Figure 1. Signal wires on met1 (run 1).
Supply wires on this layer in grey.
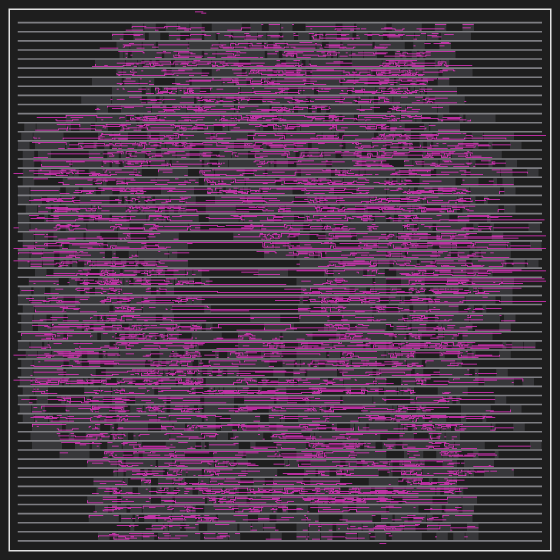
Figure 2. Sequential cells grouped by signal name (run 1).
Other sequential cells in the stronger grey, the rest of the logic in the fainter grey.
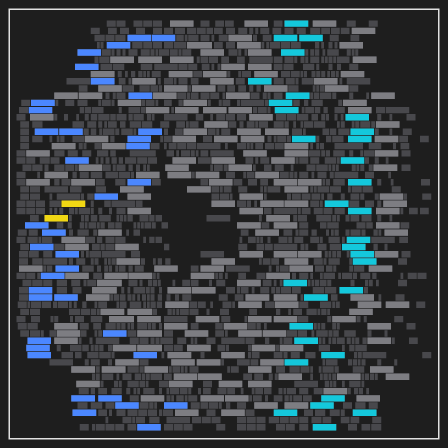
Figure 3. The metal 2 layer (run 1).
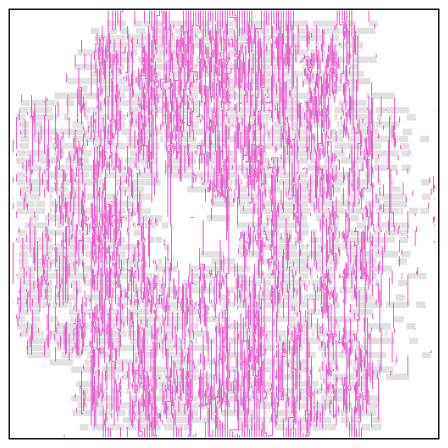
Figure 4. Nets reached from selected ports (run 1).
Scale bar: 50 µm.
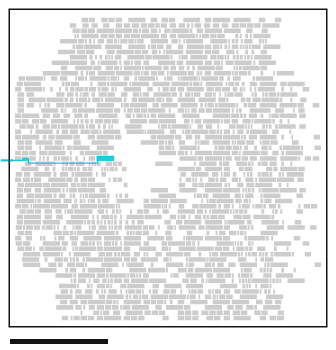
==> config.mk <==
export PLATFORM = sky130hd
export DESIGN_NAME = leq_mid_flat
export DESIGN_NICKNAME = d
export VERILOG_FILES = /design/src/rtl/leq_mid_if.sv /design/src/rtl/leq_mid.sv /design/src/flat_wrapper.sv
export SDC_FILE = /design/constraint.sdc
export NUM_CORES = 1
export LEC_CHECK = 0
export ABC_CLOCK_PERIOD_IN_PS = 28700
export CAP_MARGIN = 20
export CORE_MARGIN = 2
export CORE_UTILIZATION = 51
export CTS_CLUSTER_DIAMETER = 100
export DETAILED_ROUTE_END_ITERATION = 12
export PLACE_DENSITY = 0.86
export SETUP_SLACK_MARGIN = 0.1
export SYNTH_ARGS = -nofsm -noshare
export SYNTH_HDL_FRONTEND = slang
export SYNTH_SLANG_ARGS = --single-unit
==> constraint.sdc <==
create_clock -name clk -period 28.7 [get_ports clk]
set_input_delay 8.61 -clock clk [delete_from_list [all_inputs] [get_ports clk]]
set_output_delay 8.61 -clock clk [all_outputs]
set_load 0.1 [all_outputs]
==> git commit body, run 1 <==
Update PnR metrics after Yosys + OpenROAD run

* Number of hold-repair buffers added at the cts stage: 0
* Max FO, Critical Path: 5
- Tool warning count: 34
- Counting flops and latches in the post-synthesis netlist gives 257.
* Proportion of netlist area held by the largest area contributor: 0.496
* Chip area from the yosys synthesis statistics: 0.0127 mm²
- Distinct lib cells: between 40 and 50
* Setup violations, final: 0
- Number of buffers on the longest clock path: 3
- STA reports a reg2reg setup slack of 25.10 ns.
- Placeable core region: roughly 0.024 mm²
* Die Height: around 160 µm
- STA classifies the critical path startpoint as a register.
- First-pass GRT wire length: 54600 µm
* Initial drt markers: ~880
- Of the synthesized area, sequential elements account for 0.509.
- Per the CTS log, the maximum H-tree level is 1.
- Per the final report, max-transition violations number 0.
- 0 antenna diodes ended up in the layout.
* Net count after synthesis: around 1400
- Global route total overflow: 0
* Clock tree from TritonCTS: built
* Worst Path Class, Setup: register to output pin
* Clk pin slew, worst setup/hold paths: around 0.06 ns
- The placed instances occupy a cell area of between 0.015 and 0.02 mm².
* DRC Markers: 0
- MaxCap Viol Count: 0
* Post-synthesis cell count: roughly 1200
- The worst setup path is captured at an output pin.
* Number of global-route vias before repair: 10047
- Final count of hold timing violations: 0
* Period utilization: 0.408
- The run finished with clean final reports.
- Late-Pin Clk Latency: between 0.5 and 0.6 ns
- Per the post-route antenna check, the number of violating nets is 0.
- Slew Limit Headroom: 0.273
- Worst Hold Class: register to register
- Number of synthesis warnings: 0
* Final critical-path required period: ~12 ns
* Number of buffers inserted during clock tree synthesis: 27
-- Figure 1 (at the start) --
- longest straight run: 66.7 µm
- main direction: horizontal
- nets with wire on the layer: 1440
- wire length on this layer: 15100 µm
- share of all routed wire: 44%
number of vias after detailed routing: 10081
met1 track utilization from global routing: 0.378
final WL: 34600 µm

-- Figure 2 (at the start) --
- u_core.r_in: cyan (placed flops 32; where a column on the right)
- u_core.r_state: yellow (placed flops 2)
- u_core.r_botR: blue (placed flops 37; where a column on the left)
- not coloured: 186
Seq area share: 0.402
Final Core Density: 0.659

-- Figure 3 (at the start) --
- share of all routed wire: 46%
- longest straight run: 65.6 µm
- main direction: vertical
- wire length on this layer: 15800 µm
met2 capacity usage during global routing: 0.405

-- Figure 4 (at the start) --
- bus_opOut: cyan (bits 1; direction output; end cells 1; buffers 1; wire 61.7 µm)
I/O pins: 227
count of input and output buffers: 225

==> run 1: cells by family (layout without fill, tap and decap cells) <==
group / count (synthesis) / in the layout / synth area share
DFF: 257 / 257 / 0.509
buffers and inverters: 145 / 358 / 0.0452
and+or+nand+nor: 290 / 290 / 0.0933
AOI/OAI and AO/OA: 274 / 274 / 0.135
adders and majority gates: 70 / 70 / 0.0692
muxes: 179 / 179 / 0.149
==> run 1: metrics by stage <==
step	setup WS [ns]	util	cells
final	16.99	0.659	1752
after global routing	16.88	0.659	1752
after CTS	16.97	0.658	1751
after detailed placement	17.05	0.622	1704
after global placement	17.12	0.622	1704
after floorplan	13.03	-	1215
==> run 1: per-layer routing <==
layer | track usage | share of wire
met1 | 0.378 | 0.44
met4 | 0.104 | 0.039
met3 | 0.0367 | 0.066
met2 | 0.405 | 0.46
met5 | 0 | 0
==> run 1: layout make-up <==
class                   instances  area, µm²
fillers                      1798       8290
flip-flops and latches        257       6440
multi-input cells             813       5660
repair buffers                238       2370
clock buffers                  41        808
well taps                     324        405
inverters                      73        282
clock inverters                 6       57.6
==> run 1: synth_stat cells <==
| library cell | instances |
|---|---|
| dfrtp_1 | 251 |
| nand2_1 | 168 |
| mux2i_1 | 102 |
| a21oi_1 | 96 |
| o21ai_0 | 86 |
| nor2_1 | 82 |
| mux2_2 | 77 |
| inv_1 | 73 |
| ha_1 | 70 |
| o221ai_1 | 64 |
| clkbuf_1 | 59 |
| nand4_1 | 11 |
| a21o_1 | 7 |
| buf_1 | 6 |
| dfstp_2 | 6 |
| nand3_1 | 6 |
| nor4_1 | 5 |
| buf_2 | 4 |
| nand2b_1 | 4 |
| nor2b_1 | 4 |
| o211ai_1 | 4 |
| buf_6 | 3 |
| nor3_1 | 3 |
| o21a_1 | 3 |
| a221oi_1 | 2 |
| nor3b_1 | 2 |
| o31ai_1 | 2 |
| or2_2 | 2 |
| a211oi_1 | 1 |
| a221o_1 | 1 |
| a31oi_1 | 1 |
| and2_1 | 1 |
| nand2_2 | 1 |
| o2111ai_1 | 1 |
| o211a_1 | 1 |
| o21ai_4 | 1 |
| o221a_2 | 1 |
| o22ai_1 | 1 |
| o311a_1 | 1 |
| o41ai_1 | 1 |
| or4_1 | 1 |
==> run 1: critical path, cell delays in order, from the launching register on <==
cell and delay, ns:
dfrtp_1 0.43, inv_1 0.11, ha_1 0.25, nand2_1 0.11, nor2_1 0.11, nand2_1 0.08
and2_1 0.17, nor2b_1 0.15, clkdlybuf4s50_1 1.16
--- run 2 (diff from run 1) ---
- ABC_CLOCK_PERIOD_IN_PS: 28700 -> 10700
- CORE_UTILIZATION: 51 -> 48
- PLACE_DENSITY: 0.86 -> 0.85
- clock period: 28.7 -> 10.7 ns (I/O delays scaled with it)
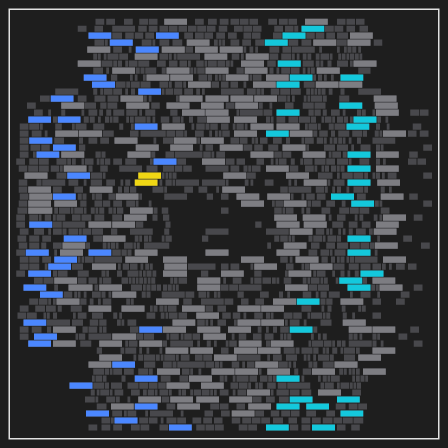
Figure 5: run 2, sequential cells grouped by signal name.
Other sequential cells in the stronger grey, the rest of the logic in the fainter grey.
- u_core.r_in: cyan (placed flops 32; where a column on the right)
- u_core.r_botR: blue (placed flops 37)
- u_core.r_state: yellow (placed flops 2)
- not coloured: 186
Seq area share: 0.398
Reg area: 0.00644 mm²
Final Core Density: 0.622

==> git commit body, run 2 <==
Update PnR metrics after Yosys + OpenROAD run

* Number of hold-repair buffers added at the cts stage: 0 (unchanged)
- The run finished with clean final reports.
* Final critical-path required period: around 6.5 ns
- The worst setup path is launched from a register.
- Aoi/oai-family share of the synthesized area: 0.135 (unchanged)
- Biggest combinational cell group after synthesis: multiplexers
- Deepest level of the CTS H-tree: 1 (unchanged)
- Critical path buffer and inverter count: 2 (unchanged)
- Number of buffers on the longest clock path: 3 (unchanged)
- The fraction of post-synthesis cell area in the top cell type by area is 0.496 (unchanged).
- The count of library flops with an enable pin came to 0 (unchanged).
- Placed insts: 1713 (+0.53%)
- The overall overflow remaining after global route was 0 (unchanged).
- Number of cells in the finished layout apart from fillers: 1768 (+0.91%)
- Area used by multi-input combinational logic: 0.00567 mm² (about the same)
- The number of routed nets with antenna violations was 0 (unchanged).
- The gate count of the mapped netlist is 1215 (unchanged).
- The first-pass GRT wire length is 55000 µm (+0.75%).
- Chip area from the yosys synthesis statistics: 0.0127 mm² (unchanged)
- Clk pin slew, worst setup/hold paths: 0.06 ns (about the same)
- Dominant register cell in the synthesized netlist: dfrtp_1
- The final timing summary puts the cycle share of the worst path at 0.611.
- Most used standard cells in the synthesized netlist: dfrtp_1, nand2_1, mux2i_1
- The count of yosys warnings during synthesis is 0 (unchanged).
- Placement-stage worst setup slack: 4.05 ns (-13.00 ns)
- The final worst-path setup slack is 4.16 ns (-12.83 ns).
* I/O pins: 227 (unchanged)
- Among all cell types in the netlist, the one instantiated most often is dfrtp_1.
* Net count after synthesis: 1397 (unchanged)
- Cell chain of the critical path: inv_1 -> ha_1 -> nand2_1 -> nor2_1 -> nand2_1 -> and2_1 -> nor2b_1 -> clkdlybuf4s50_1
* Late-Pin Clk Latency: 0.54 ns (about the same)
- The largest fanout on the critical path came to 5 (unchanged).
- The floorplan die height came to 166 µm (+3.0%).
* FA/HA/MAJ Cells, Area Fraction: 0.0692 (unchanged)
* Placeable core region: 0.0260 mm² (+6.8%)
* Distinct lib cells: 41 (unchanged)
- Worst Hold Class: register to register
* Tool warning count: 34 (unchanged)
* FILL cells: 2084 (+16%)
- The number of global-route vias before repair is 10000 (-0.47%).
* Fraction of registers with async set/reset: 1.00 (unchanged)
* Slew Limit Headroom: 0.256 (-0.0162)
- Initial drt markers: 811 (-7.5%)
* MaxCap Viol Count: 0 (unchanged)
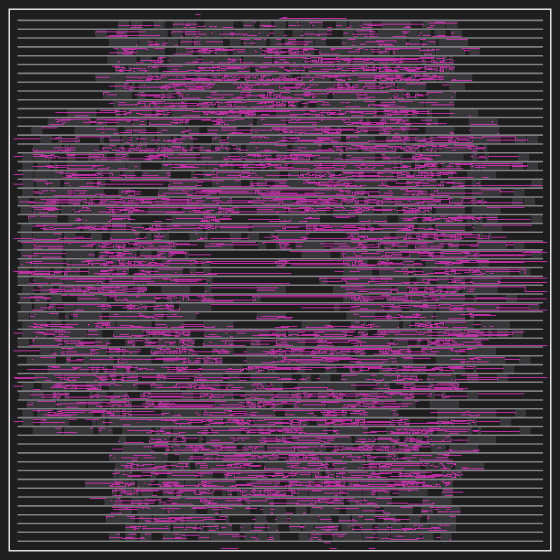
Figure 6: run 2, signal wires on met1.
Supply wires on this layer in grey.
- share of all routed wire: 44%
- nets with wire on the layer: 1432
- wire length on this layer: 15300 µm
- longest straight run: 79.6 µm
- main direction: horizontal
met1 track utilization from global routing: 0.346
final WL: 34800 µm
number of vias after detailed routing: 10048

[run 2: per-layer routing]
layer  GRT usage  wire [µm]
met1       0.346      15300
met2       0.379      15900
met3      0.0453       2270
met4       0.106       1360
met5           0          0
[run 2: through the flow]
stage	utilization
after global routing	0.622
after global placement	0.582
final	0.622
after CTS	0.620
after detailed placement	0.582
after floorplan	-
[run 2: logic make-up after synthesis]
kind of cell | Yosys count
adder cells (fa/ha/maj) | 70
AND/OR/NAND/NOR | 290
buffers and inverters | 145
AND-OR/OR-AND | 274
flip-flops | 257
multiplexers | 179
[run 2: worst register-to-register path: stages (launching register included)]
cell	delay [ns]
dfrtp_1	0.37
inv_1	0.07
ha_1	0.30
nand4_1	0.15
nor4_1	0.79
nand3_1	0.26
o21ai_4	0.13
buf_4	0.53
nand2_2	0.78
mux2i_1	0.64
o221ai_1	0.20
[run 2: final cells by class]
| cell class | instances | share of cell area |
|---|---|---|
| well taps | 335 | 0.0259 |
| diodes | 1 | 0.000155 |
| inverters | 73 | 0.0174 |
| clock inverters | 13 | 0.0111 |
| repair buffers | 237 | 0.147 |
| multi-input cells | 813 | 0.351 |
| clock buffers | 39 | 0.0491 |
| flip-flops and latches | 257 | 0.398 |
